<file path="config.mk">
export PLATFORM = sky130hd
export DESIGN_NAME = zigzag_reorder
export DESIGN_NICKNAME = d
export VERILOG_FILES = /design/src/rtl/codec_pkg.sv /design/src/rtl/zz_bank_ram.sv /design/src/rtl/zigzag_reorder.sv
export SDC_FILE = /design/constraint.sdc
export NUM_CORES = 2
export LEC_CHECK = 0
export ABC_AREA = 1
export CAP_MARGIN = 40
export CORE_UTILIZATION = 40
export DETAILED_ROUTE_END_ITERATION = 10
export SETUP_SLACK_MARGIN = 0.3
export SLEW_MARGIN = 20
export SYNTH_ARGS = -nofsm -noshare
export SYNTH_HDL_FRONTEND = slang
export SYNTH_SLANG_ARGS = --single-unit
</file>
<file path="constraint.sdc">
create_clock -name clk -period 2.7 [get_ports clk]
set_input_delay 0.81 -clock clk [delete_from_list [all_inputs] [get_ports clk]]
set_output_delay 0.81 -clock clk [all_outputs]
set_load 0.005 [all_outputs]
</file>
<file path="src/rtl/codec_pkg.sv">
// Shared block-codec constants: 8x8 geometry, JPEG zigzag scan table, bank states.
// Pure definitions; no logic, no latency.
package codec_pkg;

   localparam int BLK_N  = 8;
   localparam int BLK_SZ = BLK_N * BLK_N;

   // Entry k is the raster index (v*8+u) of the k-th coefficient in zigzag order.
   localparam logic [5:0] ZIGZAG_LUT [0:BLK_SZ-1] = '{
      6'd0,  6'd1,  6'd8,  6'd16, 6'd9,  6'd2,  6'd3,  6'd10,
      6'd17, 6'd24, 6'd32, 6'd25, 6'd18, 6'd11, 6'd4,  6'd5,
      6'd12, 6'd19, 6'd26, 6'd33, 6'd40, 6'd48, 6'd41, 6'd34,
      6'd27, 6'd20, 6'd13, 6'd6,  6'd7,  6'd14, 6'd21, 6'd28,
      6'd35, 6'd42, 6'd49, 6'd56, 6'd57, 6'd50, 6'd43, 6'd36,
      6'd29, 6'd22, 6'd15, 6'd23, 6'd30, 6'd37, 6'd44, 6'd51,
      6'd58, 6'd59, 6'd52, 6'd45, 6'd38, 6'd31, 6'd39, 6'd46,
      6'd53, 6'd60, 6'd61, 6'd54, 6'd47, 6'd55, 6'd62, 6'd63
   };

   typedef enum logic [1:0] {
      EMPTY   = 2'd0,
      FILLING = 2'd1,
      FULL    = 2'd2
   } bank_state_t;

   function automatic logic [5:0] raster_addr(input logic [2:0] u, input logic [2:0] v);
      return {v, u};
   endfunction

endpackage

</file>
<file path="src/rtl/zz_bank_ram.sv">
// Two-bank coefficient store addressed {bank, addr6}: write lands on the clock edge,
// read is combinational so the drain side can load its output register in one cycle.
module zz_bank_ram
   import codec_pkg::*;
#(
   parameter int COEF_W = 12
) (
   input  logic              clk_i,
   input  logic              we_i,
   input  logic [6:0]        waddr_i,
   input  logic [COEF_W-1:0] wdata_i,
   input  logic [6:0]        raddr_i,
   output logic [COEF_W-1:0] rdata_o
);

   logic [COEF_W-1:0] mem_q [0:2*BLK_SZ-1];

   always_ff @(posedge clk_i) begin
      if (we_i) begin
         mem_q[waddr_i] <= wdata_i;
      end
   end

   assign rdata_o = mem_q[raddr_i];

endmodule

</file>
<file path="src/rtl/zigzag_reorder.sv">
// Ping-pong 8x8 raster-to-zigzag reorder: first output one edge after the completing write,
// in_ready drops only when the write bank is still FULL; output register holds under out_ready=0.
module zigzag_reorder
   import codec_pkg::*;
#(
   parameter int COEF_W = 12
) (
   input  logic              clk,
   input  logic              rst,
   input  logic              flush,
   input  logic              in_valid,
   output logic              in_ready,
   input  logic [2:0]        in_u,
   input  logic [2:0]        in_v,
   input  logic [COEF_W-1:0] in_coef,
   output logic              out_valid,
   input  logic              out_ready,
   output logic [COEF_W-1:0] out_coef,
   output logic [5:0]        out_idx,
   output logic              out_last
);

   bank_state_t       bank_q [2];
   bank_state_t       bank_d [2];
   logic              wb_q, wb_d;
   logic              rb_q, rb_d;
   logic [6:0]        fcnt_q, fcnt_d;
   logic [5:0]        dp_q, dp_d;

   logic              out_valid_q, out_valid_d;
   logic [COEF_W-1:0] out_coef_q, out_coef_d;
   logic [5:0]        out_idx_q, out_idx_d;
   logic              out_last_q, out_last_d;

   logic              wr_fire;
   logic              ld_en;
   logic              clr;
   logic [5:0]        lut_addr;
   logic [COEF_W-1:0] rd_data;

   assign clr      = rst || flush;
   assign in_ready = (bank_q[wb_q] != FULL);
   assign wr_fire  = in_valid && in_ready;
   assign ld_en    = !out_valid_q || out_ready;
   assign lut_addr = ZIGZAG_LUT[dp_q];

   zz_bank_ram #(
      .COEF_W (COEF_W)
   ) u_ram (
      .clk_i   (clk),
      .we_i    (wr_fire && !clr),
      .waddr_i ({wb_q, raster_addr(in_u, in_v)}),
      .wdata_i (in_coef),
      .raddr_i ({rb_q, lut_addr}),
      .rdata_o (rd_data)
   );

   // A write can only target a non-FULL bank and a drain only a FULL one, so when both
   // fire in one cycle they always touch different banks and both updates stand.
   always_comb begin
      bank_d      = bank_q;
      wb_d        = wb_q;
      rb_d        = rb_q;
      fcnt_d      = fcnt_q;
      dp_d        = dp_q;
      out_valid_d = out_valid_q;
      out_coef_d  = out_coef_q;
      out_idx_d   = out_idx_q;
      out_last_d  = out_last_q;

      if (wr_fire) begin
         if (fcnt_q == 7'(BLK_SZ - 1)) begin
            bank_d[wb_q] = FULL;
            wb_d         = !wb_q;
            fcnt_d       = '0;
         end else begin
            bank_d[wb_q] = FILLING;
            fcnt_d       = fcnt_q + 7'd1;
         end
      end

      if (ld_en) begin
         if (bank_q[rb_q] == FULL) begin
            out_valid_d = 1'b1;
            out_coef_d  = rd_data;
            out_idx_d   = dp_q;
            out_last_d  = (dp_q == 6'(BLK_SZ - 1));
            dp_d        = dp_q + 6'd1;
            if (dp_q == 6'(BLK_SZ - 1)) begin
               bank_d[rb_q] = EMPTY;
               rb_d         = !rb_q;
            end
         end else begin
            out_valid_d = 1'b0;
            out_last_d  = 1'b0;
         end
      end
   end

   // Memory contents are deliberately left untouched by rst/flush.
   always_ff @(posedge clk) begin
      if (clr) begin
         bank_q[0]   <= EMPTY;
         bank_q[1]   <= EMPTY;
         wb_q        <= 1'b0;
         rb_q        <= 1'b0;
         fcnt_q      <= '0;
         dp_q        <= '0;
         out_valid_q <= 1'b0;
         out_coef_q  <= '0;
         out_idx_q   <= '0;
         out_last_q  <= 1'b0;
      end else begin
         bank_q      <= bank_d;
         wb_q        <= wb_d;
         rb_q        <= rb_d;
         fcnt_q      <= fcnt_d;
         dp_q        <= dp_d;
         out_valid_q <= out_valid_d;
         out_coef_q  <= out_coef_d;
         out_idx_q   <= out_idx_d;
         out_last_q  <= out_last_d;
      end
   end

   assign out_valid = out_valid_q;
   assign out_coef  = out_coef_q;
   assign out_idx   = out_idx_q;
   assign out_last  = out_last_q;

endmodule

</file>
==> images/final_congestion.png <==
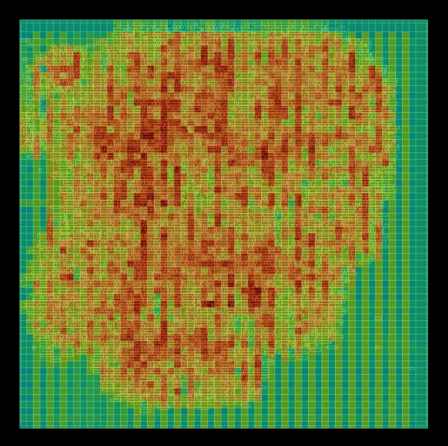
met3 usage: 0.0393
Total GRT Usage: 0.246
met1 usage: 0.337
post-layout util: 0.520
drt wl/cell: 24.0 um

==> images/met3.png <==
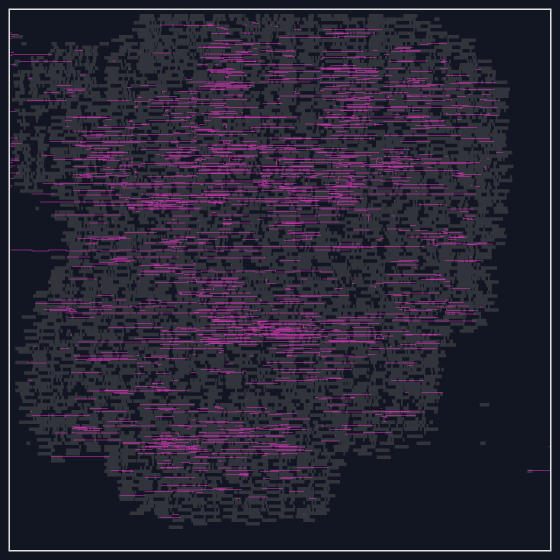
The longest straight run is 162 um. The layer holds 9.2% of the routed length.
Vias: 51400
WL final: 223000 um

==> images/clock_map.png <==
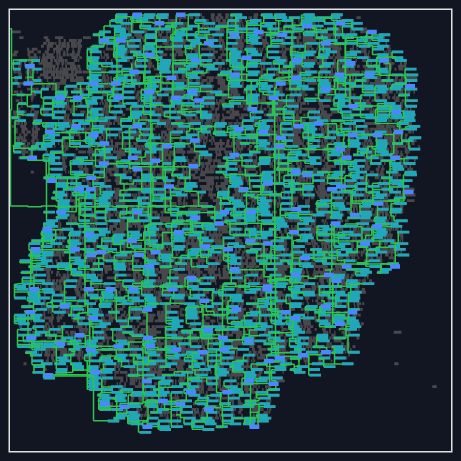
flip-flops: in cyan, count 1575. cells driving clock nets: in blue, count 166. clock wires: in green, length 19000 um.
There are 167 routed clock nets. Position of the flops: widely spread.
Clock net power: 23.1 mW
skew final: 0.0294 ns

==> GITHUB_STEP_SUMMARY <==
## PnR job results

| Metric | Value |
|---|---|
| WL met3 | `20500 um` |
| Final setup margin | `-0.363 ns` |
| Clock Power Share | `0.456` |
| Placement Cell Area | `78900 sq um` |
| Yosys cell count | `6327` |
| Yosys xor share | `0` |
| I/O Buffers | `43` |
| Total chip power | `50.7 mW` |
| DR vias/cell | `5.52` |
| Failing checks | `negative setup slack` |
| Top logic family | `simple AND/OR/NAND/NOR gates` |
| Actual slew at the worst max-slew pin | `0.660 ns` |
| Critical path type | `register to register` |
| Share of power burned in registers | `0.528` |
| Iteration-0 DRC Markers | `6191` |
| Crit-path cells | `inv_4 -> ha_4 -> inv_4 -> nand2_2 -> buf_4 -> nand3_1 -> o21ai_1 -> nand2_1 -> nand2_2 -> nand2_8 -> buf_16 -> buf_12 -> buf_12 -> buf_4 -> buf_4 -> nand2_1 -> nand3_2 -> nand3_4 -> nand3_2 -> nand3_4 -> nand3_2 -> nand2_1 -> a21oi_1` |
| Tool Warnings | `41` |
| Top cells by count | `nand3_1, edfxtp_1, nand2_1` |
| Top Ports | `44` |
| Global-route wire length before repair | `322000 um` |
| Critical path's top delay family | `simple AND/OR/NAND/NOR gates` |
| Power per cell area | `566 nW/um^2` |
| Async S/R FF share, synth | `0` |
| P_comb | `0.784 mW` |
| Cell depth of the worst setup path | `23` |
| Largest cell class by area | `registers` |
| Cell area after layout | `89700 sq um` |
| Met2 GRT Util | `0.397` |
| Cts bufs inserted | `166` |
| Diode count | `4` |
| Min-delay src | `in_coef[6]` |
| Setup_tns | `-4.01 ns` |
| Final GP Congestion | `0.922` |
| WP data required | `3.38 ns` |
| Syn avg cell area | `11.0 sq um` |
| Die Ht | `419 um` |
| AO/OA Area Share | `0.00934` |
| Sequential fraction of the synthesis area | `0.673` |
| DP Cell Count | `8868` |
| Initial antenna violation count | `4` |
| Die X | `419 um` |
| Share of layout cells above drive strength 1 | `0.208` |
| Core ar. | `172000 sq um` |
| Most numerous logic cell after layout | `edfxtp_1` |
| Post-CTS Setup Bufs | `55` |
| Most Used Layer, Global Route | `met2` |
| Max-area cell share | `0.662` |
| Top-count cell post-synth | `nand3_1` |
| Hold depth | `1` |
| Post-detail-place hpwl | `133000 um` |
| Final hold vios | `0` |
| CP max stage cell | `dfxtp_2` |
| Synth-to-Final Area Change | `28.7%` |
| Register with the most flip-flops | `u_ram.mem_q` |
| Grt total ovfl | `0` |
| Register Area | `47000 sq um` |
| Total die size | `176000 sq um` |
| Final clock-cell share | `0.0611` |
| Hold crit path type | `input port to register` |
| RSZ-0062 raised after global routing | `true` |
| Hold WS | `0.390 ns` |
| Non-clock buffer count | `801` |
| Yosys stat chip area | `69700 sq um` |
| Post-synth net total | `6366` |
| DR WL met2 | `104000 um` |
| Wire length on met1 | `90700 um` |
| Synth mux share | `0` |
| Startpoint Class | `register` |
| DRC | `0` |
| Number of global-route vias before repair | `49100` |
| Psw | `10.2 mW` |
| Post-DRT Antenna Nets | `0` |
| Crit. Startpoint | `dp_q[0]` |
| Row count | `152` |
| Cells after Synth | `6327` |
| Leakage power | `33.9 nW` |
| Post-Syn Area | `69700 sq um` |
| Logic pwr share | `0.015` |
| Crit path time final | `3.06 ns` |
| Comb area share | `0.229` |
| R2R setup slack | `-0.36 ns` |
| Clkbuf count | `218` |
| Clk root buf | `clkbuf_16` |
| Fmax | `326 MHz` |
| Worst reg2reg startpoint | `dp_q[0]` |
| Fin crit share | `1.13` |
| Internal power | `40.5 mW` |
| Buffering overhead | `0.122` |
| Clock-pin slew on the worst setup and hold paths | `0.06 ns` |
| Post-synth cell types | `36` |
| R2R depth | `23` |
| Sequential power | `26.8 mW` |
| Area leader, netlist | `edfxtp_1` |
| Num tapcells | `2310` |
| Dpl ws | `-0.754 ns` |
| Count of library flops with an enable pin | `1536` |
| Initial Util | `0.404` |
| Slew Limit Fails | `0` |
| Top sig layer | `met4` |
| Crit Reg-Reg Endpoint | `out_coef[2]` |
| Post-CTS sizing | `423` |
| Adders+Majority by Area | `0.00287` |
| Dominant logic cell types in the final layout | `edfxtp_1, nand3_1, nand2_1` |
| Final setup vio count | `12` |
| Slew margin rel. | `0.560` |
| Switching Fraction | `0.201` |
| CP arrival | `3.75 ns` |
| Buf/Inv on CP | `8` |
| Max cap viols | `0` |
| Synth warn | `0` |
| Synth flops | `1575` |
| Comb area | `20500 sq um` |
| Top cells by area | `edfxtp_1, nand3_1, nand2_1` |
| Worst setup path end | `out_coef[2]` |
| Post-route insts no fill | `9311` |
| TritonRoute pass-1 iters | `8` |
| Sequential cell area share | `0.524` |
| Inverter count | `755` |
| Latency at later pin | `0.81 ns` |
| Crit. End Element | `register` |
| Simple-gate share of the synthesized area | `0.243` |
| Largest net degree at the start of global routing | `56` |
| Status | `finished, violations left` |
No activity file was given, so power comes from the tool's default toggle rates.
